**Placed standard cells**

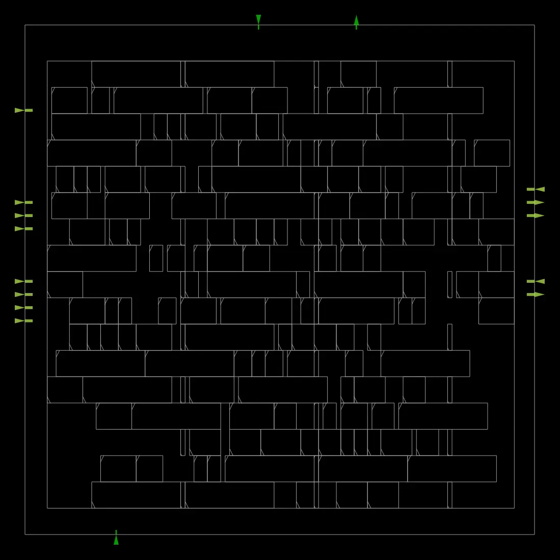
**Met3 routing**

The bar under the picture is 20 microns long.
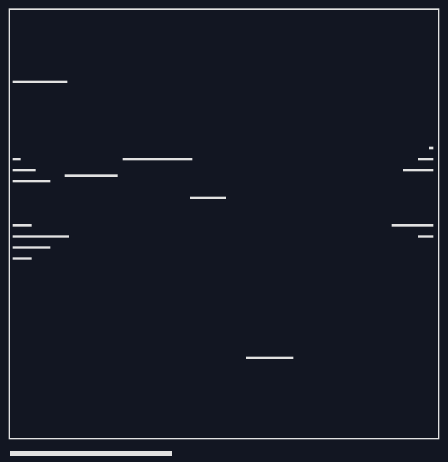
$ cat src/rtl/uart_pkg.sv
// Shared types and constants for the UART transmit/receive blocks.
package uart_pkg;

    typedef enum logic [2:0] {
        IDLE   = 3'd0,
        START  = 3'd1,
        DATA   = 3'd2,
        PARITY = 3'd3,
        STOP   = 3'd4
    } uart_state_e;

    localparam int unsigned CLKS_PER_BIT_DEFAULT = 434;

    typedef logic [1:0] stop_bits_t;

    function automatic logic calc_parity(input logic [7:0] data, input logic odd);
        return (^data) ^ odd;
    endfunction

endpackage

$ cat src/rtl/uart_baud_gen.sv
// Bit-period counter: counts 0..CLKS_PER_BIT-1 and flags the last cycle of each bit.
module uart_baud_gen
    import uart_pkg::*;
#(
    parameter int unsigned CLKS_PER_BIT = CLKS_PER_BIT_DEFAULT
) (
    input  logic clk,
    input  logic rst_n,
    input  logic clear,
    output logic bit_end
);

    localparam int unsigned CNT_W = $clog2(CLKS_PER_BIT);
    localparam logic [CNT_W-1:0] CNT_MAX = CNT_W'(CLKS_PER_BIT - 1);

    logic [CNT_W-1:0] cnt_q, cnt_d;

    assign bit_end = (cnt_q == CNT_MAX);

    always_comb begin
        cnt_d = cnt_q + CNT_W'(1);
        if (clear || bit_end) begin
            cnt_d = '0;
        end
    end

    always_ff @(posedge clk or negedge rst_n) begin
        if (!rst_n) begin
            cnt_q <= '0;
        end else begin
            cnt_q <= cnt_d;
        end
    end

endmodule

$ cat src/rtl/uart_byte_tx.sv
// Byte-wide valid/ready in, asynchronous UART frame out on a registered txd pin.
// States: IDLE | waiting for a byte; START | start bit; DATA | 8 data bits LSB first;
//         PARITY | optional parity bit; STOP | 1 or 2 stop bits.
module uart_byte_tx
    import uart_pkg::*;
#(
    parameter int unsigned CLKS_PER_BIT = CLKS_PER_BIT_DEFAULT,
    parameter bit          PARITY_EN    = 1'b0,
    parameter bit          PARITY_ODD   = 1'b0,
    parameter stop_bits_t  STOP_BITS    = 2'd1
) (
    input  logic       clk,
    input  logic       rst_n,
    input  logic       ena,
    input  logic [7:0] tx_data,
    input  logic       tx_valid,
    output logic       tx_ready,
    output logic       txd,
    output logic       busy,
    output logic       frame_done
);

    localparam logic STOP_LAST = (STOP_BITS == 2'd2);

    uart_state_e state_q, state_d;
    logic [7:0]  shift_q, shift_d;
    logic [2:0]  bit_idx_q, bit_idx_d;
    logic        parity_q, parity_d;
    logic        stop_idx_q, stop_idx_d;
    logic        txd_q, txd_d;
    logic        alive_q;
    logic        bit_end, baud_clr, accept, last_stop;

    uart_baud_gen #(
        .CLKS_PER_BIT(CLKS_PER_BIT)
    ) u_baud (
        .clk    (clk),
        .rst_n  (rst_n),
        .clear  (baud_clr),
        .bit_end(bit_end)
    );

    // alive_q keeps tx_ready low until the first clock after reset release
    assign last_stop  = (state_q == STOP) && bit_end && (stop_idx_q == STOP_LAST);
    assign tx_ready   = alive_q && ena && ((state_q == IDLE) || last_stop);
    assign accept     = tx_valid && tx_ready;
    assign baud_clr   = (state_q == IDLE) || accept;
    assign frame_done = last_stop;
    assign busy       = (state_q != IDLE);
    assign txd        = txd_q;

    always_comb begin
        state_d    = state_q;
        shift_d    = shift_q;
        bit_idx_d  = bit_idx_q;
        parity_d   = parity_q;
        stop_idx_d = stop_idx_q;
        txd_d      = txd_q;
        if (accept) begin
            state_d    = START;
            shift_d    = tx_data;
            parity_d   = calc_parity(tx_data, PARITY_ODD);
            bit_idx_d  = 3'd0;
            stop_idx_d = 1'b0;
            txd_d      = 1'b0;
        end else if (bit_end) begin
            unique case (state_q)
                START: begin
                    state_d = DATA;
                    txd_d   = shift_q[0];
                end
                DATA: begin
                    if (bit_idx_q == 3'd7) begin
                        if (PARITY_EN) begin
                            state_d = PARITY;
                            txd_d   = parity_q;
                        end else begin
                            state_d = STOP;
                            txd_d   = 1'b1;
                        end
                    end else begin
                        // shift_q[0] always holds the bit currently on the line
                        bit_idx_d = bit_idx_q + 3'd1;
                        shift_d   = {1'b0, shift_q[7:1]};
                        txd_d     = shift_q[1];
                    end
                end
                PARITY: begin
                    state_d = STOP;
                    txd_d   = 1'b1;
                end
                STOP: begin
                    if (last_stop) begin
                        state_d = IDLE;
                        txd_d   = 1'b1;
                    end else begin
                        stop_idx_d = 1'b1;
                    end
                end
                default: ;
            endcase
        end
    end

    always_ff @(posedge clk or negedge rst_n) begin
        if (!rst_n) begin
            state_q    <= IDLE;
            shift_q    <= 8'd0;
            bit_idx_q  <= 3'd0;
            parity_q   <= 1'b0;
            stop_idx_q <= 1'b0;
            txd_q      <= 1'b1;
            alive_q    <= 1'b0;
        end else begin
            state_q    <= state_d;
            shift_q    <= shift_d;
            bit_idx_q  <= bit_idx_d;
            parity_q   <= parity_d;
            stop_idx_q <= stop_idx_d;
            txd_q      <= txd_d;
            alive_q    <= 1'b1;
        end
    end

endmodule

$ cat config.mk
export PLATFORM = sky130hd
export DESIGN_NAME = uart_byte_tx
export DESIGN_NICKNAME = d
export VERILOG_FILES = /design/src/rtl/uart_pkg.sv /design/src/rtl/uart_baud_gen.sv /design/src/rtl/uart_byte_tx.sv
export SDC_FILE = /design/constraint.sdc
export NUM_CORES = 1
export LEC_CHECK = 0
export CORE_MARGIN = 2
export CORE_UTILIZATION = 59
export CTS_BUF_LIST = sky130_fd_sc_hd__clkbuf_4 sky130_fd_sc_hd__clkbuf_8 sky130_fd_sc_hd__clkbuf_16
export DETAILED_ROUTE_END_ITERATION = 6
export PLACE_DENSITY = 0.86
export SKIP_CTS_REPAIR_TIMING = 1
export SYNTH_ARGS = -nofsm -noshare
export SYNTH_HDL_FRONTEND = slang
export SYNTH_HIERARCHICAL = 1
export SYNTH_SLANG_ARGS = --single-unit
$ cat constraint.sdc
create_clock -name clk -period 5.8 [get_ports clk]
set_input_delay 1.16 -clock clk [delete_from_list [all_inputs] [get_ports clk]]
set_output_delay 1.16 -clock clk [all_outputs]
set_load 0.01 [all_outputs]
==> summary.txt <==
Notes on the flow outputs.

- The flow ran to the end, and the final reports show no timing, DRC or antenna violations.
- Per the final timing report, the hold violations number 0.
- The inverter count of the layout excluding clock inverters is 10.
- The clock network fraction of design power reads approximately 18%.
- The worst-case IR drop observed on VDD is about 0.19 mV.
- The data arrival time reported for the critical path is about 2.6 ns.
- The number of nets in the layout is about 170.
- The cell count of the worst hold path reads 2.
- The synthesized netlist net count reads ~150.
- The met1 layer usage reported by global route is between 20 and 30%.
- In the power breakdown, the internal column shows 312 uW.
- Per the synth stats, the flop cell with the highest instance count is sky130_fd_sc_hd__dfrtp_1.
- CTS built an H-tree with a depth of 1.
- Pin placement for this block handled 16 I/O pins.
- The end of the critical path reads tx_ready.
- The yosys cell count reads 138.
- The half-perimeter wire length of the detailed placement result reads 1.78 mm.
- The most instantiated logic cell after routing reads sky130_fd_sc_hd__dfrtp_1.
- Of the total synthesized cell area, the portion taken by AND, OR, NAND and NOR gates is 19.1%.
- The power report puts the net switching power at between 100 and 150 uW.
- The number of design-rule violations left by the first detailed-router iteration reads 9.
- The relative area change from synthesis to final layout is 11.5%.
- The initial antenna violation count is 0.
- The maximum fanout along the worst path is 6.
- The total die size reads about 2800 sq um.
- The remaining global-route overflow is 0.
- After detailed routing, the wire length on met1 is 1.11 mm.
- The launch point of the worst reg-to-reg path reads u_baud/cnt_q[2].
- The area taken by flip-flops and latches reads between 600 and 700 sq um.
- The worst register-to-register path ends at u_baud/cnt_q[3].
- The synthesis run shows the most used standard cells to be 25 x sky130_fd_sc_hd__dfrtp_1, 15 x sky130_fd_sc_hd__nor2_1, 10 x sky130_fd_sc_hd__inv_1, 9 x sky130_fd_sc_hd__nand2_1.
- The detailed router reports a met2 wire length of around 1.2 mm.
- The plain and repair buffers instantiated in the layout total 16.
- In this run the register-to-register setup slack is between 3 and 4 ns.
- The launch point of the worst min-delay path is recorded as shift_q[7].
- The setup TNS reads 0 ns.
- The final worst-path cycle share reads approximately 64%.
- The combinational gate area is between 600 and 700 sq um.
- The slew at the pin closest to its max-slew limit reads 0.571 ns.
- In the layout the commonest cells are 25 x sky130_fd_sc_hd__dfrtp_1, 15 x sky130_fd_sc_hd__nor2_1, 15 x sky130_fd_sc_hd__clkdlybuf4s50_1.
- The post-place setup slack reads about 2.1 ns.
Notes on 'placed standard cells' above:
fraction of area in registers: 41.8%
Final Util: 69.9%
flip-flop and latch count: 26
Tapcells: 28

Notes on 'met3 routing' above:
The longest straight run is 8.30 microns. The layer carries 65.1 microns of wire.
grt met3 use: 2.86%
aggregate routed wire length: 2.40 mm
number of vias in the routed layout: 1026

No activity file was given, so power comes from the tool's default toggle rates.
